Fig. 1: power grid
The bar under the picture is 20 um long. Pins as bars on the die edge.
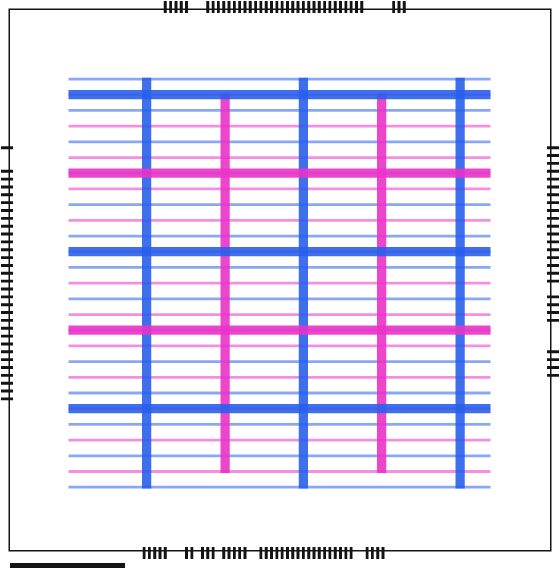
Fig. 2: cells coloured by class
The bar under the picture is 20 um long.
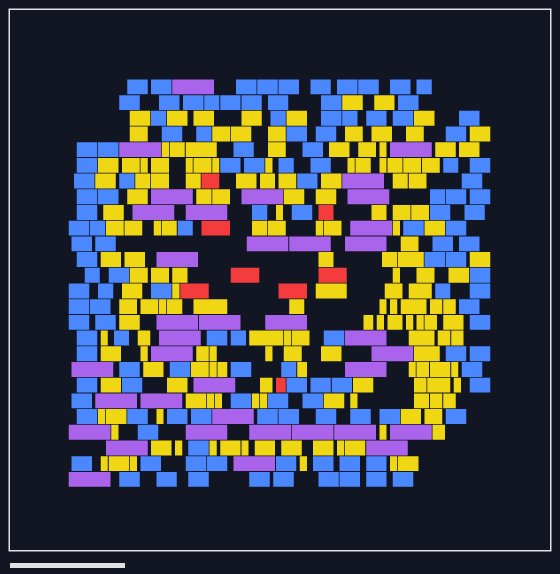
==> config.mk <==
export PLATFORM = sky130hd
export DESIGN_NAME = pq_share_ctrl
export DESIGN_NICKNAME = d
export VERILOG_FILES = /design/src/rtl/pq_share_ctrl.sv
export SDC_FILE = /design/constraint.sdc
export NUM_CORES = 1
export LEC_CHECK = 0
export CAP_MARGIN = 25
export CORE_MARGIN = 10
export CORE_UTILIZATION = 40
export DETAILED_ROUTE_END_ITERATION = 6
export GPL_ROUTABILITY_DRIVEN = 0
export HOLD_SLACK_MARGIN = 0.15
export PLACE_DENSITY = 0.86
export SLEW_MARGIN = 30
export SYNTH_ARGS = -nofsm -noshare
export SYNTH_HDL_FRONTEND = slang
export SYNTH_SLANG_ARGS = --single-unit
==> constraint.sdc <==
create_clock -name clk -period 6.5 [get_ports clk]
set_clock_uncertainty 0.15 [all_clocks]
set_input_delay 1.3 -clock clk [delete_from_list [all_inputs] [get_ports clk]]
set_output_delay 1.3 -clock clk [all_outputs]
set_load 0.03 [all_outputs]
==> src/rtl/pq_share_ctrl.sv <==
// rtl/pq_share_ctrl.sv - round-robin enqueue / registered-pop front end sharing one priority queue
// Optional PQ_SHARE_STATS_EN adds saturating enqueue/dequeue/stall counters.
module pq_share_ctrl #(
  parameter int NREQ      = 4,
  parameter int KEY_WIDTH = 8,
  parameter int VAL_WIDTH = 8,
  localparam int KW       = KEY_WIDTH + VAL_WIDTH,
  localparam int PW       = (NREQ > 1) ? $clog2(NREQ) : 1
) (
  input  logic               clk,
  input  logic               rst,
  input  logic [NREQ-1:0]    req_valid,
  input  logic [NREQ*KW-1:0] req_kv,
  output logic [NREQ-1:0]    req_ready,
  input  logic               deq_req,
  output logic               out_valid,
  output logic [KW-1:0]      out_kv,
  input  logic               out_ready,
  input  logic               flush,
  output logic               busy,
  output logic               pq_rst,
  output logic               pq_enq,
  output logic               pq_deq,
  output logic [KW-1:0]      pq_kvi,
  input  logic [KW-1:0]      pq_kvo,
  input  logic               pq_empty,
`ifdef PQ_SHARE_STATS_EN
  output logic [31:0]        stat_enq_cnt,
  output logic [31:0]        stat_deq_cnt,
  output logic [31:0]        stat_stall_cnt,
`endif
  input  logic               pq_full
);

  typedef enum logic {ST_RUN = 1'b0, ST_FLUSH = 1'b1} state_e;

  state_e          state_q, state_d;
  logic            out_valid_q, out_valid_d;
  logic [KW-1:0]   out_kv_q, out_kv_d;
  logic            pend_q, pend_d;
  logic [PW-1:0]   rr_ptr_q, rr_ptr_d;
  logic [KW-1:0]   kvi_hold_q, kvi_hold_d;

  logic            run, slot_free, enq_ok, gnt_found;
  logic [PW-1:0]   gnt_idx, scan_idx;
  logic [KW-1:0]   gnt_kv;
  int              scan;

  // Combinational outputs are masked during rst so nothing transfers before the registers settle.
  assign run       = (state_q == ST_RUN) && !rst;
  assign slot_free = !out_valid_q || out_ready;
  assign pq_deq    = run && (pend_q || deq_req) && !pq_empty && slot_free;
  assign enq_ok    = run && (!pq_full || pq_deq);
  assign pq_enq    = enq_ok && gnt_found;
  assign pq_kvi    = pq_enq ? gnt_kv : kvi_hold_q;
  assign req_ready = pq_enq ? (NREQ'(1) << gnt_idx) : '0;
  assign pq_rst    = rst || (state_q == ST_FLUSH);
  assign busy      = !rst && ((state_q == ST_FLUSH) || pend_q);
  assign out_valid = out_valid_q;
  assign out_kv    = out_kv_q;

  always_comb begin
    gnt_found = 1'b0;
    gnt_idx   = '0;
    scan      = 0;
    scan_idx  = '0;
    for (int k = 0; k < NREQ; k++) begin
      scan = int'(rr_ptr_q) + k;
      if (scan >= NREQ) scan = scan - NREQ;
      scan_idx = PW'(scan);
      if (!gnt_found && req_valid[scan_idx]) begin
        gnt_found = 1'b1;
        gnt_idx   = scan_idx;
      end
    end
    gnt_kv = req_kv[int'(gnt_idx)*KW +: KW];
  end

  always_comb begin
    state_d     = state_q;
    out_valid_d = out_valid_q;
    out_kv_d    = out_kv_q;
    pend_d      = pend_q;
    rr_ptr_d    = rr_ptr_q;
    kvi_hold_d  = kvi_hold_q;
    if (state_q == ST_FLUSH) begin
      state_d     = ST_RUN;
      out_valid_d = 1'b0;
      pend_d      = 1'b0;
    end else begin
      if (flush) state_d = ST_FLUSH;
      if (pq_deq) begin
        out_kv_d    = pq_kvo;
        out_valid_d = 1'b1;
        pend_d      = 1'b0;
      end else begin
        if (deq_req)   pend_d      = 1'b1;
        if (out_ready) out_valid_d = 1'b0;
      end
      if (pq_enq) begin
        kvi_hold_d = gnt_kv;
        rr_ptr_d   = (gnt_idx == PW'(NREQ-1)) ? '0 : gnt_idx + 1'b1;
      end
    end
  end

  always_ff @(posedge clk) begin
    if (rst) begin
      state_q     <= ST_RUN;
      out_valid_q <= 1'b0;
      out_kv_q    <= '0;
      pend_q      <= 1'b0;
      rr_ptr_q    <= '0;
      kvi_hold_q  <= '0;
    end else begin
      state_q     <= state_d;
      out_valid_q <= out_valid_d;
      out_kv_q    <= out_kv_d;
      pend_q      <= pend_d;
      rr_ptr_q    <= rr_ptr_d;
      kvi_hold_q  <= kvi_hold_d;
    end
  end

`ifdef PQ_SHARE_STATS_EN
  logic [31:0] enq_cnt_q, deq_cnt_q, stall_cnt_q;
  logic        stall;

  assign stall          = run && (|req_valid) && !enq_ok;
  assign stat_enq_cnt   = enq_cnt_q;
  assign stat_deq_cnt   = deq_cnt_q;
  assign stat_stall_cnt = stall_cnt_q;

  always_ff @(posedge clk) begin
    if (rst || flush || (state_q == ST_FLUSH)) begin
      enq_cnt_q   <= '0;
      deq_cnt_q   <= '0;
      stall_cnt_q <= '0;
    end else begin
      if (pq_enq && (enq_cnt_q != '1))   enq_cnt_q   <= enq_cnt_q + 32'd1;
      if (pq_deq && (deq_cnt_q != '1))   deq_cnt_q   <= deq_cnt_q + 32'd1;
      if (stall && (stall_cnt_q != '1))  stall_cnt_q <= stall_cnt_q + 32'd1;
    end
  end
`endif

endmodule

==> run_results.csv <==
group,metric,value,unit
floorplanning,core,5170,um2
worst_setup_path,required,5.05,ns
routing,wl_met3,540,um
routing,met1_length,2710,um
worst_setup_path,worstSetupPathType,"primary input to output pin",
clock_network,clkTransAtPathRegs,0.08,ns
placement,dp_cells,413,
floorplanning,die.size.y,93.6,um
clock_network,cts_made_buffers,5,
job,drv_cap,0,
cells_and_area,final_area,3530,um2
cells_and_area,lay_top_count,"clkdlybuf4s50_1",
cells_and_area,lay_top_cells,"115 x clkdlybuf4s50_1, 48 x mux2i_1, 37 x dfxtp_1, 30 x o221ai_1, 24 x nor2_1",
sta,rsz0062_at_grt,"false",
logic_synthesis,synth-edff-count,0,
floorplanning,pin_count,132,
logic_synthesis,ys_area,2160,um2
sta,setup_viol,0,
grt,grt_pass1_vias,2292,
clock_network,holdBufCountCts,0,
clock_network,clockBufferDepth,2,
pwr,comb_cell_power,0.265,mW
logic_synthesis,yosysMostFrequentCell,"mux2i_1",
logic_synthesis,ys_types,31,
logic_synthesis,ff_type,"dfxtp_1",
routing,drtAntennaViolNets,0,
grt,grt_max_degree,37,
sta,finalHoldViolCount,0,
pwr,peakVddDrop,0.000164,V
worst_setup_path,cp_data_arrival_time,3.91,ns
sta,fin_ws,1.14,ns
logic_synthesis,top_area_share,34.2,%
pwr,pg_clk,0.159,mW
logic_synthesis,yosys.area.top_type,"dfxtp_1",
worst_hold_path,hold_class,"flop to flop",
cells_and_area,instances_no_fill,421,
pwr,intPower,0.452,mW
pwr,leakage,1.44,nW
routing,drtIter0Drc,65,
clock_network,root_buffer,"clkbuf_8",
placement,place_area,3440,um2
sta,slew_headroom,44.5,%
clock_network,htreeDepth,2,
logic_synthesis,syn_avg_cell_area,9.54,um2
worst_setup_path,crit_path_cell_trace,"clkdlybuf4s50_1 > buf_4 > nor2_1 > inv_1 > a21oi_1 > o21ai_4 > clkinv_4 > nand2_2 > o221ai_1 > buf_4",
placement,port_buffers,131,
status,outcome,"finished clean",
routing,routed_wl,7090,um
grt,gr-total-overflow,0,
worst_setup_path,start_kind,"primary input",
routing,wl_per_cell,16.9,um
sta,min_period,5.36,ns
logic_synthesis,synthCells,227,
-- Fig. 1 (at the start) --
magenta -> VDD
blue -> VSS
met4 straps = 5
rows = 26

-- Fig. 2 (at the start) --
blue -> other buffers and delay cells  # cells 134, share of their area 38%
yellow -> combinational and other logic  # cells 172, share of their area 38%
red -> clock drivers and dummy loads  # cells 8, share of their area 2.6%
purple -> flops  # cells 37, share of their area 22%

[per-layer routing]
metal  up-vias  global-route usage, %
met3         4                   5.92
met4         0                   2.28
li1       1090                      -
met5         -                      0
met2        69                   29.6
met1      1048                   16.2
[final cells by class]
| type | instances | area (um2) |
|---|---|---|
| Clock buffer | 5 | 68.8 |
| Clock inverter | 3 | 21.3 |
| Inverter | 5 | 23.8 |
| Sequential cell | 37 | 741 |
| Fill cell | 437 | 1640 |
| Tap cell | 70 | 87.6 |
| Multi-Input combinational cell | 167 | 1290 |
| Timing Repair Buffer | 134 | 1290 |
[path summary, 6_finish.rpt]
| kind | start | to | slack (ns) | depth (start not counted) |
|---|---|---|---|---|
| hold reg to reg | out_kv[11]$_SDFFE_PP0P_ | out_kv[11]$_SDFFE_PP0P_ | 0.35 | 2 |
| hold / removal | out_kv[11]$_SDFFE_PP0P_ | out_kv[11]$_SDFFE_PP0P_ | 0.35 | 2 |
| setup / recovery | rst | pq_kvi[0] | 1.14 | 10 |
| setup reg to reg | out_valid$_SDFFE_PP0P_ | kvi_hold_q[8]$_SDFFE_PP0N_ | 3.87 | 6 |
[kinds of logic (layout without fill, tap and decap cells)]
| group | after synthesis | in the layout | share of synthesized area [%] |
|---|---|---|---|
| fa+ha+maj | 4 | 4 | 2.31 |
| simple gates | 76 | 76 | 18.5 |
| flops | 37 | 37 | 34.2 |
| buf+inv | 23 | 147 | 6.47 |
| compound gates | 39 | 39 | 16.3 |
| mux | 48 | 48 | 22.2 |
[critical path, delay by kind of cell]
kind / cells / cell delay (ns)
buffers and inverters: 5 / 1.34
AOI/OAI and AO/OA: 3 / 0.62
and+or+nand+nor: 2 / 0.62
[flip-flops by register name (all words and copies together), names as in the netlist]
register    count
pend_q          1
rr_ptr_q        2
kvi_hold_q     16
out_valid       1
state_q         1
out_kv         16
Power figures rest on the tool's default switching activity, not on a simulated workload.
